File: config.mk
export PLATFORM = sky130hd
export DESIGN_NAME = jedro_1_load_unit_flat
export DESIGN_NICKNAME = d
export VERILOG_FILES = /design/src/rtl/jedro_1_load_unit_if.sv /design/src/rtl/jedro_1_load_unit.sv /design/src/flat_wrapper.sv
export SDC_FILE = /design/constraint.sdc
export NUM_CORES = 1
export LEC_CHECK = 0
export CORE_UTILIZATION = 40
export DETAILED_ROUTE_END_ITERATION = 10
export PLACE_DENSITY_LB_ADDON = 0.25
export SKIP_LAST_GASP = 1
export SYNTH_ARGS = -nofsm -noshare
export SYNTH_HDL_FRONTEND = slang
export SYNTH_SLANG_ARGS = --single-unit
File: constraint.sdc
create_clock -name clk_i -period 1.9 [get_ports clk_i]
set_input_delay 0.38 -clock clk_i [delete_from_list [all_inputs] [get_ports clk_i]]
set_output_delay 0.38 -clock clk_i [all_outputs]
set_load 0.01 [all_outputs]
File: src/rtl/jedro_1_load_unit_if.sv
// Load-unit bus: request from execute, data-memory read port, writeback and error reporting.
// state_dbg exposes the unit's FSM state for checkers.
interface jedro_1_load_unit_if #(
  parameter int DATA_WIDTH     = 32,
  parameter int ADDR_WIDTH     = 32,
  parameter int REG_ADDR_WIDTH = 5
);
  // Handshake: a request transfers at a rising edge where req_valid_i && req_ready_o;
  // the requester holds its fields stable while req_valid_i is high and not yet accepted.
  logic                      req_valid_i;
  logic                      req_ready_o;
  logic [2:0]                req_funct3_i;
  logic [ADDR_WIDTH-1:0]     req_addr_i;
  logic [REG_ADDR_WIDTH-1:0] req_rd_i;
  logic                      mem_en_o;
  logic [ADDR_WIDTH-1:0]     mem_addr_o;
  logic [DATA_WIDTH-1:0]     mem_rdata_i;
  logic                      wb_valid_o;
  logic [REG_ADDR_WIDTH-1:0] wb_rd_o;
  logic [DATA_WIDTH-1:0]     wb_data_o;
  logic                      err_misaligned_o;
  logic                      err_illegal_o;
  logic [ADDR_WIDTH-1:0]     err_addr_o;
  logic [2:0]                state_dbg;

  modport slave (
    input  req_valid_i, req_funct3_i, req_addr_i, req_rd_i, mem_rdata_i,
    output req_ready_o, mem_en_o, mem_addr_o, wb_valid_o, wb_rd_o, wb_data_o,
           err_misaligned_o, err_illegal_o, err_addr_o, state_dbg
  );

  modport master (
    output req_valid_i, req_funct3_i, req_addr_i, req_rd_i, mem_rdata_i,
    input  req_ready_o, mem_en_o, mem_addr_o, wb_valid_o, wb_rd_o, wb_data_o,
           err_misaligned_o, err_illegal_o, err_addr_o, state_dbg
  );
endinterface

File: src/rtl/jedro_1_load_unit.sv
// jedro_1 load unit: one aligned word read per load, lane extraction with sign/zero
// extension after READ_LATENCY cycles, misaligned and illegal-funct3 detection.
module jedro_1_load_unit #(
  parameter int DATA_WIDTH     = 32,
  parameter int ADDR_WIDTH     = 32,
  parameter int REG_ADDR_WIDTH = 5,
  parameter int READ_LATENCY   = 1
) (
  input logic                  clk_i,
  input logic                  rstn_i,
  jedro_1_load_unit_if.slave   bus
);

  localparam int OFF_W = $clog2(DATA_WIDTH / 8);

  typedef enum logic [2:0] {
    S_IDLE  = 3'd0,
    S_ISSUE = 3'd1,
    S_WAIT  = 3'd2,
    S_RESP  = 3'd3,
    S_ERR   = 3'd4
  } state_t;

  state_t                    state;
  logic [2:0]                f3_q;
  logic [OFF_W-1:0]          off_q;
  logic [REG_ADDR_WIDTH-1:0] rd_q;
  logic [2:0]                cnt;
  logic                      accept;
  logic                      illegal;
  logic                      misaligned;
  logic [DATA_WIDTH-1:0]     shifted;
  logic [DATA_WIDTH-1:0]     lane;

  // Ready is gated by reset so it reads 0 for the whole time rstn_i is low.
  assign bus.req_ready_o = rstn_i && (state == S_IDLE || state == S_RESP);
  assign accept          = bus.req_valid_i && bus.req_ready_o;
  assign bus.state_dbg   = state;

  always_comb begin
    illegal = 1'b0;
    case (bus.req_funct3_i)
      3'b000, 3'b001, 3'b010, 3'b100, 3'b101: illegal = 1'b0;
      3'b011, 3'b110:                         illegal = (DATA_WIDTH != 64);
      default:                                illegal = 1'b1;
    endcase
  end

  always_comb begin
    misaligned = 1'b0;
    case (bus.req_funct3_i)
      3'b001, 3'b101: misaligned = bus.req_addr_i[0];
      3'b010, 3'b110: misaligned = |bus.req_addr_i[1:0];
      3'b011:         misaligned = |bus.req_addr_i[2:0];
      default:        misaligned = 1'b0;
    endcase
  end

  assign shifted = bus.mem_rdata_i >> {off_q, 3'b000};

  always_comb begin
    lane = shifted;
    case (f3_q)
      3'b000:  lane = DATA_WIDTH'($signed(shifted[7:0]));
      3'b001:  lane = DATA_WIDTH'($signed(shifted[15:0]));
      3'b010:  lane = DATA_WIDTH'($signed(shifted[31:0]));
      3'b100:  lane = DATA_WIDTH'(shifted[7:0]);
      3'b101:  lane = DATA_WIDTH'(shifted[15:0]);
      3'b110:  lane = DATA_WIDTH'(shifted[31:0]);
      default: lane = shifted;
    endcase
  end

  always_ff @(posedge clk_i) begin
    if (!rstn_i) begin
      state                <= S_IDLE;
      f3_q                 <= '0;
      off_q                <= '0;
      rd_q                 <= '0;
      cnt                  <= '0;
      bus.mem_en_o         <= 1'b0;
      bus.mem_addr_o       <= '0;
      bus.wb_valid_o       <= 1'b0;
      bus.wb_rd_o          <= '0;
      bus.wb_data_o        <= '0;
      bus.err_misaligned_o <= 1'b0;
      bus.err_illegal_o    <= 1'b0;
      bus.err_addr_o       <= '0;
    end else begin
      bus.mem_en_o         <= 1'b0;
      bus.wb_valid_o       <= 1'b0;
      bus.err_misaligned_o <= 1'b0;
      bus.err_illegal_o    <= 1'b0;
      case (state)
        S_IDLE, S_RESP: begin
          if (accept) begin
            f3_q  <= bus.req_funct3_i;
            off_q <= bus.req_addr_i[OFF_W-1:0];
            rd_q  <= bus.req_rd_i;
            if (illegal || misaligned) begin
              // Illegal funct3 wins: misaligned is only reported for legal encodings.
              bus.err_illegal_o    <= illegal;
              bus.err_misaligned_o <= !illegal;
              bus.err_addr_o       <= bus.req_addr_i;
              state                <= S_ERR;
            end else begin
              bus.mem_en_o   <= 1'b1;
              bus.mem_addr_o <= {bus.req_addr_i[ADDR_WIDTH-1:OFF_W], OFF_W'(0)};
              state          <= S_ISSUE;
            end
          end else begin
            state <= S_IDLE;
          end
        end
        S_ISSUE: begin
          cnt   <= 3'(READ_LATENCY);
          state <= S_WAIT;
        end
        S_WAIT: begin
          cnt <= cnt - 3'd1;
          // cnt reaches 1 in cycle ISSUE+READ_LATENCY, when read data is valid.
          if (cnt == 3'd1) begin
            if (rd_q != '0) begin
              bus.wb_valid_o <= 1'b1;
              bus.wb_rd_o    <= rd_q;
              bus.wb_data_o  <= lane;
            end
            state <= S_RESP;
          end
        end
        S_ERR:   state <= S_IDLE;
        default: state <= S_IDLE;
      endcase
    end
  end

endmodule

File: src/flat_wrapper.sv
// flat-port wrapper written by rule: the top's interface ports become plain ports
module jedro_1_load_unit_flat 
#(
  parameter int DATA_WIDTH     = 32,
  parameter int ADDR_WIDTH     = 32,
  parameter int REG_ADDR_WIDTH = 5,
  parameter int READ_LATENCY   = 1
)
  (clk_i, rstn_i, bus_req_valid_i, bus_req_funct3_i, bus_req_addr_i, bus_req_rd_i, bus_mem_rdata_i, bus_req_ready_o, bus_mem_en_o, bus_mem_addr_o, bus_wb_valid_o, bus_wb_rd_o, bus_wb_data_o, bus_err_misaligned_o, bus_err_illegal_o, bus_err_addr_o, bus_state_dbg);
  jedro_1_load_unit_if #(.DATA_WIDTH(DATA_WIDTH), .ADDR_WIDTH(ADDR_WIDTH), .REG_ADDR_WIDTH(REG_ADDR_WIDTH)) bus_i ();
  input logic clk_i;
  input logic rstn_i;
  input wire logic [$bits(bus_i.req_valid_i)-1:0] bus_req_valid_i;
  input wire logic [$bits(bus_i.req_funct3_i)-1:0] bus_req_funct3_i;
  input wire logic [$bits(bus_i.req_addr_i)-1:0] bus_req_addr_i;
  input wire logic [$bits(bus_i.req_rd_i)-1:0] bus_req_rd_i;
  input wire logic [$bits(bus_i.mem_rdata_i)-1:0] bus_mem_rdata_i;
  output wire logic [$bits(bus_i.req_ready_o)-1:0] bus_req_ready_o;
  output wire logic [$bits(bus_i.mem_en_o)-1:0] bus_mem_en_o;
  output wire logic [$bits(bus_i.mem_addr_o)-1:0] bus_mem_addr_o;
  output wire logic [$bits(bus_i.wb_valid_o)-1:0] bus_wb_valid_o;
  output wire logic [$bits(bus_i.wb_rd_o)-1:0] bus_wb_rd_o;
  output wire logic [$bits(bus_i.wb_data_o)-1:0] bus_wb_data_o;
  output wire logic [$bits(bus_i.err_misaligned_o)-1:0] bus_err_misaligned_o;
  output wire logic [$bits(bus_i.err_illegal_o)-1:0] bus_err_illegal_o;
  output wire logic [$bits(bus_i.err_addr_o)-1:0] bus_err_addr_o;
  output wire logic [$bits(bus_i.state_dbg)-1:0] bus_state_dbg;
  assign bus_i.req_valid_i = bus_req_valid_i;
  assign bus_i.req_funct3_i = bus_req_funct3_i;
  assign bus_i.req_addr_i = bus_req_addr_i;
  assign bus_i.req_rd_i = bus_req_rd_i;
  assign bus_i.mem_rdata_i = bus_mem_rdata_i;
  assign bus_req_ready_o = bus_i.req_ready_o;
  assign bus_mem_en_o = bus_i.mem_en_o;
  assign bus_mem_addr_o = bus_i.mem_addr_o;
  assign bus_wb_valid_o = bus_i.wb_valid_o;
  assign bus_wb_rd_o = bus_i.wb_rd_o;
  assign bus_wb_data_o = bus_i.wb_data_o;
  assign bus_err_misaligned_o = bus_i.err_misaligned_o;
  assign bus_err_illegal_o = bus_i.err_illegal_o;
  assign bus_err_addr_o = bus_i.err_addr_o;
  assign bus_state_dbg = bus_i.state_dbg;
  jedro_1_load_unit #(.DATA_WIDTH(DATA_WIDTH), .ADDR_WIDTH(ADDR_WIDTH), .REG_ADDR_WIDTH(REG_ADDR_WIDTH), .READ_LATENCY(READ_LATENCY)) u_core (.clk_i(clk_i), .rstn_i(rstn_i), .bus(bus_i));
endmodule
==> images/clock_nets.png <==
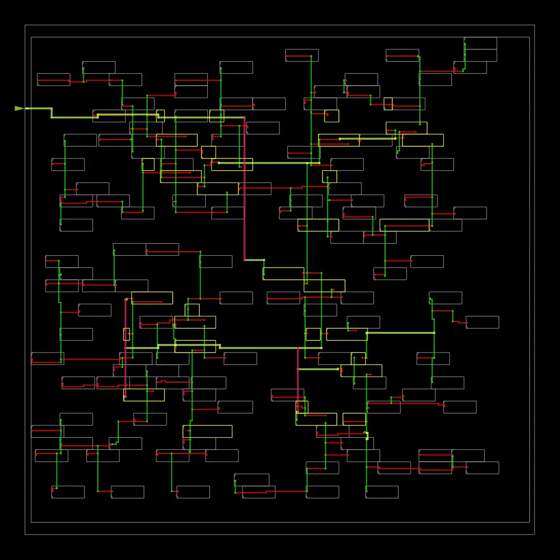
CTS Buf Count: 17
TritonCTS sink count: 119
clock latency at the later pin of the worst-skew pair: 400 ps
Seq cells: 119

==> flow_summary.toml <==
# implementation run metrics
[layout]
num-multi-input-gates = 372
syn_to_final_growth_pct = 51.7
layout.non_clock_inverters = 37
clock_area_share_pct = 7.71
fillers = 1031
comb_area_share_pct = 29.7
finalNetCount = 829
layout.cells.most_common_list = "178 x sky130_fd_sc_hd__clkdlybuf4s50_1, 135 x sky130_fd_sc_hd__nand2_1, 116 x sky130_fd_sc_hd__dfxtp_1"
insertedDiodeCount = 0
mi_logic_area_um2 = 2270
layout-drive-gt1-share_pct = 10.2

[global_route]
grt_max_degree = 117
global_route_wire_length_before_repair_um = 21900
groute.layer.met1.usage_pct = 25.2
gr-max-usage-layer = "met2"
grt_use_total_pct = 21.2
global_route.usage.met2_pct = 36.5
grt_antenna_before_repair = 0

[routing]
drt-vias-per-instance = 4.87
dr.first_iter.drc_count = 308
drt-wirelength-per-cell_um = 14.7
routed-via-count = 4547
ant_nets = 0
detail_route.first_pass.iterations = 4
totalWireLength_um = 13700

[setup_path]
regToRegSetupSlack_ps = 140
crit_start = "u_core.off_q[0]$_SDFFE_PN0P_"
worstSetupPathType = "register to register"
endpoint_kind = "register"
wp_data_required_ps = 2210
critical_path_arrival_ps = 2070
timing.rr.start = "u_core.off_q[0]$_SDFFE_PN0P_"
critPathLaunchType = "register"
worstRegToRegCells = 5
standard_cell_with_the_maximum_stage_delay_on_the_critical_path = "sky130_fd_sc_hd__dfxtp_1"
crit_fanout = 17

[status]
outcome = "finished clean"

[synthesis]
cells_yosys = 571
netlist_area_um2 = 5040
synthesis.instances = 571
synth-warning-count = 0
postSynthSeqShare_pct = 47.3
ys_async_sr_fraction_pct = 0
netlist.top_cell.by_instances = "sky130_fd_sc_hd__nand2_1"
topCellsByArea = "sky130_fd_sc_hd__dfxtp_1 47%, sky130_fd_sc_hd__mux2i_1 12%, sky130_fd_sc_hd__nand2_1 10%"
post_synth_tally_of_flip_flops_with_integrated_enable = 0
ys.flop_type = "sky130_fd_sc_hd__dfxtp_1"
yosysTopAreaCell = "sky130_fd_sc_hd__dfxtp_1"
synth.top_cells.by_count = "135 x sky130_fd_sc_hd__nand2_1, 119 x sky130_fd_sc_hd__dfxtp_1, 60 x sky130_fd_sc_hd__mux2i_1"
syn-mean-instance-area_um2 = 8.83
synth_largest_type_area_fraction_pct = 47.3
yosys-stat-area_um2 = 5040
yosys.cell_types.count = 42
ys.flops = 119

[placement]
dp_hpwl_um = 9840
gp_routability_congestion = 0.850
dp_slack_ps = -109

[flow_run]
openroad.warnings = 29
cap_violations = 0

[min_path]
min-delay-path-class = "register to register"
hold_path_startpoint = "u_core.bus.mem_addr_o[30]$_SDFFE_PN0P_"
worst_hold_end = "u_core.bus.mem_addr_o[30]$_SDFFE_PN0P_"
min_delay_path_depth = 2

[power]
vdd.ir_drop.worst_uv = 431

[sta]
max-slew-margin-rel_pct = 27.5
timing.final.max_slew_violations = 0
grt_setup_unrepaired = "no"
timing_worst_slew_pin_value_ps = 1090
layout_min_cycle_time_ps = 1760
report.final.setup_viol = 0
hold_violations = 0
finalCritPeriodShare_pct = 92.5

[die]
boundaryPins = 184
design.core.area_um2 = 12200
floorplanUtilization_pct = 41.4
num_tap_cells = 168
rows = 40
die_h_um = 114
die_area_um2 = 13100

[clock_network]
maximum_root_to_sink_buffer_count = 2
cts-root-buf = "sky130_fd_sc_hd__clkbuf_16"
clkTransAtPathRegs_ps = 60
cts.repair.resized = 5
postCtsSetupRepairBufs = 2
cts_tree = "done"
post_cts_hold_buffer_count = 0
==> images/ff_map.png <==
Bar = 20 µm. Other sequential cells in the stronger grey, the rest of the logic in the fainter grey.
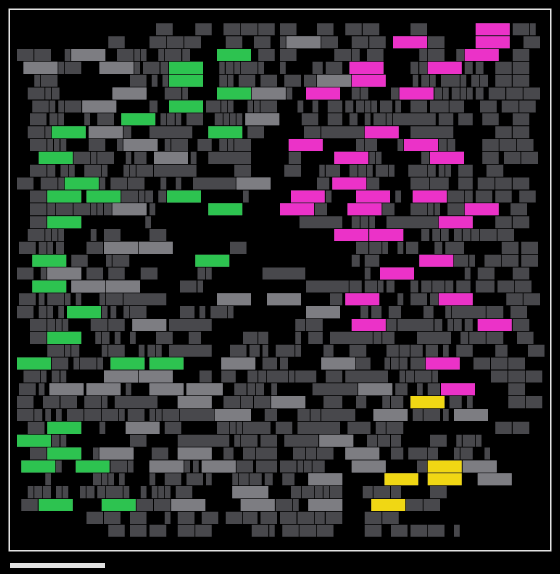
[magenta] `u_core.bus.wb_data_o` | placed flops: 32
[green] `u_core.bus.mem_addr_o` | placed flops: 30
[yellow] `u_core.rd_q` | placed flops: 5 | where: bottom right
not coloured: 52
utilization after layout: 62.9%
FF/Latch Area: 2390 µm²
power consumed by sequential cells: 2.67 mW
sequential share of cell area: 31.2%

[power breakdown]
part / internal, mW / switching (mW) / leakage (nW)
Clock: 1.98 / 1.17 / 0.284
Combinational: 0.460 / 0.365 / 1.68
Sequential: 2.60 / 0.0681 / 0.969
Total: 5.04 / 1.60 / 2.93
[cells by family (layout without fill, tap and decap cells)]
family / count (synthesis) / after routing / synth area share, %
AND/OR/NAND/NOR: 175 / 175 / 14.8
AND-OR/OR-AND: 125 / 125 / 15.6
flip-flops: 119 / 119 / 47.3
buffers and inverters: 81 / 274 / 7.94
multiplexers: 67 / 67 / 13.5
adder cells (fa/ha/maj): 2 / 2 / 0.496
other: 1 / 2 / 0.0744
XOR/XNOR: 1 / 1 / 0.323
[registers in the layout, indices dropped and copies added, names as in the netlist]
name	count
u_core.bus.wb_rd_o	5
u_core.bus.err_illegal_o	1
u_core.f3_q	3
u_core.bus.mem_addr_o	30
u_core.rd_q	5
u_core.cnt	3
u_core.off_q	2
u_core.bus.mem_en_o	1
u_core.bus.err_addr_o	32
u_core.bus.wb_valid_o	1
u_core.bus.wb_data_o	32
u_core.bus.err_misaligned_o	1
u_core.bus.state_dbg	3
[routing by layer]
layer | up-vias | routed length [µm]
met1 | 2102 | 5830
li1 | 2272 | -
met5 | - | 0
met4 | 0 | 127
met3 | 12 | 1140
met2 | 161 | 6640
[critical path, delay by kind of cell, from the launching register on]
kind | cells | cell delay [ps]
AOI/OAI and AO/OA | 3 | 760
buffers and inverters | 1 | 180
DFF | 1 | 540
muxes | 1 | 180
[per-stage QoR]
stage	setup TNS (ps)	instance area, µm²	power (mW)
2_1_floorplan	0	5040	3.09
3_3_place_gp	-430	7040	3.53
3_5_place_dp	-1970	7040	3.55
4_1_cts	0	7640	6.70
5_1_grt	0	7650	6.89
6_report	0	7650	6.64
Power is estimated from default activity; no workload was simulated.
